### The metal 3 layer

The bar under the picture is 50 microns long.
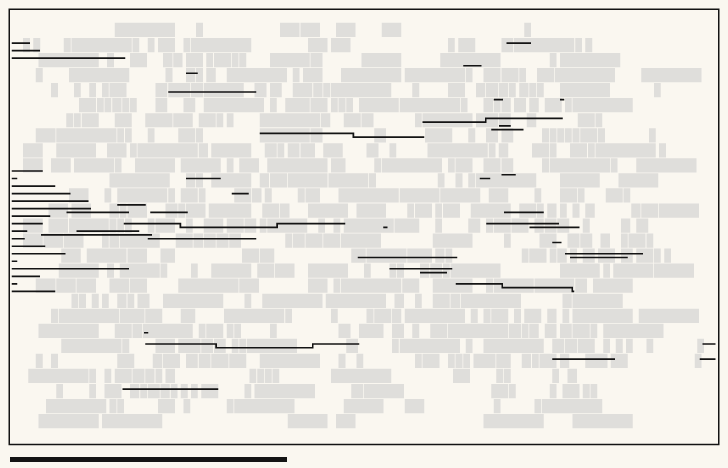
### Clock routing

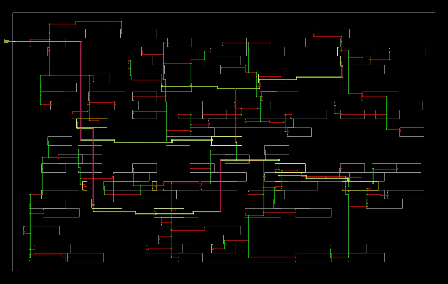
Design key_move_scheduler_flat, sky130hd; sources not shown.
==> Slide: Implementation Results <==
Key Metrics from the Run

Synth
  – Cell area leaders: edfxtp_1 (36%), dfxtp_1 (17%), xnor2_1 (10%), nor2_1 (7.4%), nand4_1 (2.3%)
  – Cells after Synth: about 450
  – Synth Seq Share: 0.5380
  – Chip area in the Yosys report: 4614 sq um
  – Flip-flops with a built-in enable: about 56
  – Post-synthesis register bit count: about 96
  – Yosys top cell by area: edfxtp_1
  – Asr flop ratio synth: 0
  – YS warnings: 0
  – Avg Cell Area, Syn: 10.32 sq um
  – Ys flop type: edfxtp_1
  – Post-synth cell types: about 49

Final layout
  – Ant diodes: 0
  – Area delta synth->final: 18.60%
  – Sequential cell area: around 2500 sq um
  – Max FFs per register: between 50 and 60
  – Layout net count: roughly 550
  – MI comb area: 2163 sq um
  – Util after Layout: 0.6045
  – Fillers: a little under 800

Pwr
  – Flop pwr share: 0.536
  – Sw Ratio: 0.2040
  – Internal Power: around 0.0011 W
  – Pwr/cell area: around 240 nW/um^2
  – Tot Pwr: around 0.0013 W
  – Combinational power share: 0.042
  – Max VDD drop: ~0.00015 V
  – Psw: between 0.0002 and 0.0003 W
  – Clk pwr share: 0.421
  – Lkg Pwr: approximately 1.8 nW

Placement
  – Dpl ws: around 2800 ps
  – RD Place Congestion: 0.7988
  – DPL Wire Length: approximately 6200 microns
  – Port bufs: 31

GRT
  – Initial antenna violation count: 0
  – Vias in the first global route: 3025
  – Grt ovf: 0
  – First-pass GRT wire length: about 15000 microns

CTS
  – Clock buffer depth: 2
  – Htree depth: 3
  – Cts repair resizes: 0
  – Sink Count: between 90 and 100
  – CTS root buffer: clkbuf_16
  – Hold buffers post-CTS: 0
  – CTS Buf Count: 9
  – CTS tree: built

Route
  – DRC: 0
  – Drt via density: 5.012
  – Initial drt markers: approximately 240
  – Met1 WL: roughly 4500 microns
  – Met3 WL post-DR: 544 microns
  – Antenna Violating Nets Remaining: 0
  – WL/cell: 12.98 microns
  – Drt first pass iters: 5
  – Metal2 WL: approximately 3400 microns

STA
  – Setup TNS: 0 ps
  – # setup viols final: 0
  – Final-report hold violation count: 0
  – Worst Tran Pin Value: 736.9 ps
  – Relative slew margins: 0.5088
  – Tmin final: roughly 2900 ps
  – Post-layout period usage: 0.4673
  – Max Transition Viols Final: 0
  – Fmax: between 300 and 400 MHz
  – Clk_skew: roughly 6.5 ps
  – Final worst-path setup slack: 3249 ps

Critical path
  – CP Cell Sequence: clkdlybuf4s50_1 > nor3b_1 > nand2_2 > nor2_1
  – Crit path max fanout: 20
  – Max incr delay on CP: 760 ps
  – CP max-delay cell: clkdlybuf4s50_1
  – Crit Path Category: primary input to flop
  – Critical Path End Type: flop
  – Worst Setup Start Kind: primary input
  – Worst R2R Path Depth: 5
  – Worst R2R Setup Slack: between 3000 and 4000 ps

Die
  – Die area: between 10000 and 15000 sq um
  – Die height: 78.42 microns
  – Die X: between 100 and 150 microns
  – Std-Cell Rows: 27
  – Fp util: 0.5097
  – # IOs: 36

Status
  – Status: finished, final reports clean

Flow run
  – Max-cap viol count: 0
  – OpenROAD warning count: 26

Worst hold path
  – Min-delay worst type: flop to flop
Back to the opening pictures, 'The metal 3 layer':
main direction = horizontal
share of all routed wire = 6.4%
nets with wire on the layer = 47
final WL: 8474 microns
vias: 3273

Back to the opening pictures, 'Clock routing':
P_clk: 0.000565 W
Late-Pin Clk Latency: 340 ps

==> per-layer routing <==
layer	GRT usage	vias to the layer above
met3	0.05862	12
met4	0.07473	0
met5	0	-
met1	0.2757	1490
met2	0.2626	89
li1	-	1682
==> power groups by stage <==
stage	Combinational (W)	Clock, W	Sequential, W
final	0.0000568	0.000565	0.000718
after global placement	0.0000549	0	0.000731
after CTS	0.0000556	0.000580	0.000718
after global routing	0.0000641	0.000606	0.000721
after detailed placement	0.0000549	0	0.000732
after floorplan	0.0000354	0	0.000729
==> cell type report <==
type                            instances  area share
Sequential cell                        96      0.4536
Multi-Input combinational cell        375      0.3953
Clock buffer                           13     0.04755
Tap cell                              116     0.02652
Clock inverter                          3    0.007316
Timing Repair Buffer                   31     0.05670
Inverter                               19     0.01303
==> synthesized netlist by cell type, types with 2 or more instances <==
| master | instances |
|---|---|
| nor2_1 | 91 |
| edfxtp_1 | 56 |
| xnor2_1 | 54 |
| dfxtp_1 | 40 |
| nand2_1 | 23 |
| nor3_1 | 20 |
| inv_1 | 19 |
| nand3_1 | 19 |
| nand4_1 | 17 |
| nor4_1 | 16 |
| xor2_1 | 8 |
| buf_4 | 7 |
| a21oi_1 | 6 |
| nor2b_1 | 6 |
| ha_1 | 5 |
| buf_6 | 4 |
| mux2i_1 | 4 |
| nand2_2 | 4 |
| o41a_1 | 4 |
| a311oi_1 | 3 |
| and3_1 | 3 |
| nor3b_1 | 3 |
| or3_1 | 3 |
| or4b_1 | 3 |
| buf_2 | 2 |
| conb_1 | 2 |
| nand4b_1 | 2 |
| or2_2 | 2 |
==> worst max-delay path, delay by kind of cell <==
kind	cells	cell delay, ps
AND/OR/NAND/NOR	3	1060
buffers and inverters	1	760
==> placed cells by master (no fill, tap or decap), types with 5 or more instances in the layout <==
cell and instances:
nand4_1 17, conb_1 60, nand3_1 19, nor2_1 91, clkdlybuf4s50_1 31, edfxtp_1 56
inv_1 19, xnor2_1 54, a21oi_1 6, nor4_1 16, ha_1 5, dfxtp_1 40
nor3_1 20, xor2_1 8, nand2_1 23, clkbuf_16 9, nor2b_1 6
==> cell families after synthesis <==
kind of cell / synth area share
compound gates: 0.04149
xor+xnor: 0.1177
fa+ha+maj: 0.01356
buf+inv: 0.04040
flops: 0.5380
mux: 0.008677
other cells: 0.001628
simple gates: 0.2386
==> stage by stage <==
step                cells  instance area (sq um)  hold WS [ps]
global route          653                   5473         507.0
floorplan             505                   4832         430.3
detailed placement    637                   5172         470.5
global placement      637                   5172         449.0
finish                653                   5473         481.5
CTS                   653                   5473         482.5
Power figures rest on the tool's default switching activity, not on a simulated workload.
